Figure 1. Floorplan with the power grid.
Pins as bars on the die edge.
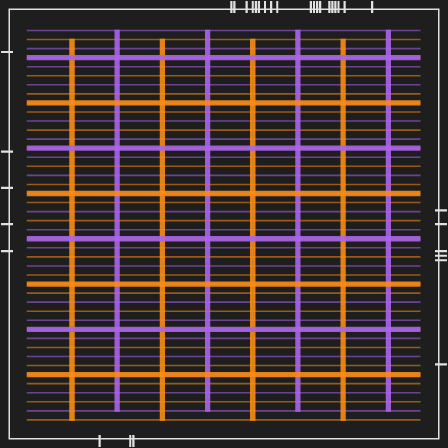
Figure 2. Met1 routing.
Supply wires on this layer in gray.
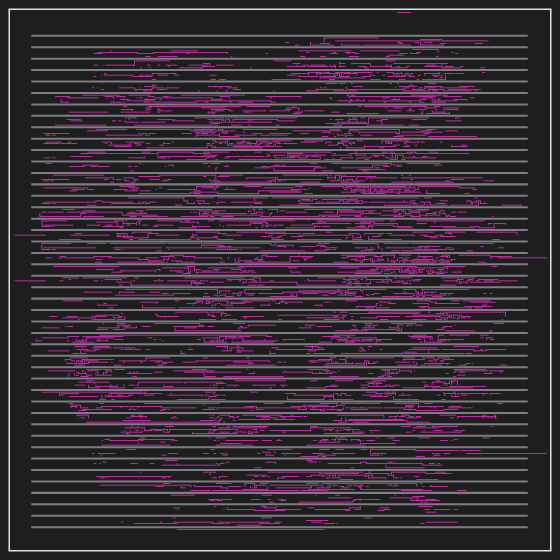
**config.mk**
```make
export PLATFORM = sky130hd
export DESIGN_NAME = raxi_rx_buffer
export DESIGN_NICKNAME = d
export VERILOG_FILES = /design/src/rtl/raxi_rx_buffer.sv
export SDC_FILE = /design/constraint.sdc
export NUM_CORES = 1
export LEC_CHECK = 0
export ABC_AREA = 1
export CAP_MARGIN = 20
export CORE_MARGIN = 5
export CORE_UTILIZATION = 55
export CTS_CLUSTER_SIZE = 14
export DETAILED_ROUTE_END_ITERATION = 7
export GPL_ROUTABILITY_DRIVEN = 0
export PLACE_DENSITY = 0.78
export SKIP_LAST_GASP = 1
export SLEW_MARGIN = 40
export SYNTH_ARGS = -nofsm -noshare
export SYNTH_HDL_FRONTEND = slang
export SYNTH_SLANG_ARGS = --single-unit
```
**constraint.sdc**
```tcl
create_clock -name clk -period 2.45 [get_ports clk]
set_input_delay 0.49 -clock clk [delete_from_list [all_inputs] [get_ports clk]]
set_output_delay 0.49 -clock clk [all_outputs]
set_load 0.1 [all_outputs]
```
**src/rtl/raxi_rx_buffer.sv**
```systemverilog
// raxi_rx_buffer: rAXI valid/data receiver with FIFO storage (DEPTH-1 entry RAM plus output register)
// and sticky overflow flag; optional word/drop statistics under RAXI_RX_BUFFER_STATS_EN.
`default_nettype none

module raxi_rx_buffer #(
  parameter int DATA_WIDTH  = 10,
  parameter int DEPTH       = 16,
  parameter int AFULL_LEVEL = 12
) (
  input  logic                    clk,
  input  logic                    rstn,
  input  logic                    i_valid,
  input  logic [DATA_WIDTH-1:0]   i_data,
  output logic                    o_valid,
  output logic [DATA_WIDTH-1:0]   o_data,
  input  logic                    i_ready,
  output logic [$clog2(DEPTH):0]  o_count,
  output logic                    o_afull,
  output logic                    o_overflow,
`ifdef RAXI_RX_BUFFER_STATS_EN
  output logic [31:0]             o_rx_cnt,
  output logic [15:0]             o_drop_cnt,
`endif
  input  logic                    i_clear_ovf
);

  localparam int CW        = $clog2(DEPTH) + 1;
  localparam int PW        = $clog2(DEPTH);
  localparam int RAM_DEPTH = DEPTH - 1;

  typedef enum logic {
    EMPTY = 1'b0,
    HOLD  = 1'b1
  } state_t;

  state_t                  state, state_nxt;
  logic [DATA_WIDTH-1:0]   mem [RAM_DEPTH];
  logic [PW-1:0]           wr_ptr, rd_ptr;
  logic [CW-1:0]           count_nxt;
  logic [DATA_WIDTH-1:0]   data_nxt;
  logic                    full, pop, push, drop;
  logic                    ram_has, load_out, ram_rd, bypass, ram_wr;

  // RAM pointers wrap modulo DEPTH-1, which need not be a power of two.
  function automatic logic [PW-1:0] ptr_inc(input logic [PW-1:0] p);
    return (p == PW'(RAM_DEPTH - 1)) ? '0 : p + PW'(1);
  endfunction

  assign o_valid = (state == HOLD);

  always_comb begin
    full      = (o_count == CW'(DEPTH));
    pop       = o_valid && i_ready;
    push      = i_valid && (!full || pop);
    drop      = i_valid && !push;
    ram_has   = (o_count > CW'(o_valid));
    load_out  = !o_valid || pop;
    ram_rd    = load_out && ram_has;
    bypass    = load_out && !ram_has && push;
    ram_wr    = push && !bypass;
    count_nxt = o_count + CW'(push) - CW'(pop);
  end

  // RAM head has priority over the incoming word to keep ordering.
  always_comb begin
    state_nxt = state;
    data_nxt  = o_data;
    if (ram_rd) begin
      state_nxt = HOLD;
      data_nxt  = mem[rd_ptr];
    end else if (bypass) begin
      state_nxt = HOLD;
      data_nxt  = i_data;
    end else if (pop) begin
      state_nxt = EMPTY;
    end
  end

  always_ff @(posedge clk or negedge rstn) begin
    if (!rstn) state <= EMPTY;
    else       state <= state_nxt;
  end

  always_ff @(posedge clk or negedge rstn) begin
    if (!rstn) begin
      o_data     <= '0;
      o_count    <= '0;
      o_afull    <= 1'b0;
      o_overflow <= 1'b0;
      wr_ptr     <= '0;
      rd_ptr     <= '0;
    end else begin
      o_data  <= data_nxt;
      o_count <= count_nxt;
      o_afull <= (count_nxt >= CW'(AFULL_LEVEL));
      if (ram_wr) wr_ptr <= ptr_inc(wr_ptr);
      if (ram_rd) rd_ptr <= ptr_inc(rd_ptr);
      if (drop)             o_overflow <= 1'b1;
      else if (i_clear_ovf) o_overflow <= 1'b0;
    end
  end

  always_ff @(posedge clk) begin
    if (ram_wr) mem[wr_ptr] <= i_data;
  end

`ifdef RAXI_RX_BUFFER_STATS_EN
  // A clear coinciding with an event restarts the counter at one.
  always_ff @(posedge clk or negedge rstn) begin
    if (!rstn) begin
      o_rx_cnt   <= '0;
      o_drop_cnt <= '0;
    end else begin
      if (i_clear_ovf)  o_rx_cnt <= push ? 32'd1 : 32'd0;
      else if (push)    o_rx_cnt <= o_rx_cnt + 32'd1;
      if (i_clear_ovf)  o_drop_cnt <= drop ? 16'd1 : 16'd0;
      else if (drop && (o_drop_cnt != 16'hFFFF)) o_drop_cnt <= o_drop_cnt + 16'd1;
    end
  end
`endif

endmodule

`default_nettype wire

```
==> job_summary.md <==
### Flow metrics

| Metric | Value |
|---|---|
| Arrival time of the worst setup path | 2.71 ns |
| Reported max-cap violation count | 0 |
| Area of placed instances | 8730 µm² |
| Core box area | 13800 µm² |
| OpenROAD warning count | 33 |
| Worst IR Drop VDD | 0.613 mV |
| Latest clock arrival within the worst-skew pair | 0.43 ns |
| Critical Path Sink Type | flip-flop |
| Share of the final layout cell area in sequential cells | 55.0% |
| Setup slack after placement | -0.279 ns |
| Number of vias per cell | 5.60 |
| Category of cells accounting for the largest share of critical-path delay | adder cells |
| Average cell area after synthesis | 10.2 µm² |
| Result of the run | complete, no violations |
| Clock tree from TritonCTS | built |
| Full die area | 16500 µm² |
| Clock transition at the registers of the reported paths | 0.06 ns |
| Total Negative Setup Slacks | 0 ns |
| H-Tree Depth | 4 |
| Dominant kind of cell | registers |
| Crit path launch type | flip-flop |
| I/O pin total | 33 |
| Routing usage on met1 | 32.6% |
| Post-synth EDFFs | 150 |
| Number of flip-flops in the largest register | 150 |
| Layout cells sized above 1 | 14.8% |
| Die height | 129 µm |
| Number of placement rows | 43 |
| Mux share | 0% |
| Reg with most FFs | mem |
| Count of buffers not belonging to the clock network in the layout | 70 |
| GRT Max-Usage Layer | met2 |
| Synth Net Count | 784 |
Back to the opening pictures, Figure 1:
VDD: drawn in purple. VSS: drawn in orange.
44 met1 rails follow the rows. 8 straps on met5. 8 straps on met4. 33 signal pins sit on the boundary.

Back to the opening pictures, Figure 2:
The layer carries 7390 µm of wire. The wires run mostly horizontal. 789 nets have wire on it. The layer holds 40% of the routed length. The longest straight run is 42.3 µm.

==> worst paths after layout <==
path / endpoint / slack (ns) / depth (start not counted)
max: o_afull$_DFF_PN0_ / 0.06 / 14
min: o_count[3]$_DFF_PN0_ / 0.44 / 2
max reg2reg: o_afull$_DFF_PN0_ / 0.06 / 14
min reg2reg: o_data[6]$_DFFE_PN0P_ / 0.50 / 2
max in group asynchronous: o_count[2]$_DFF_PN0_ / 1.68 / 2
min in group clk: o_data[6]$_DFFE_PN0P_ / 0.50 / 2
==> power breakdown <==
part / switching (mW) / internal (mW) / total (mW)
combinational: 4.02 / 1.56 / 5.59
sequential: 0.256 / 3.74 / 3.99
clock: 1.11 / 1.80 / 2.91
total: 5.39 / 7.10 / 12.5
Power is estimated from default activity; no workload was simulated.
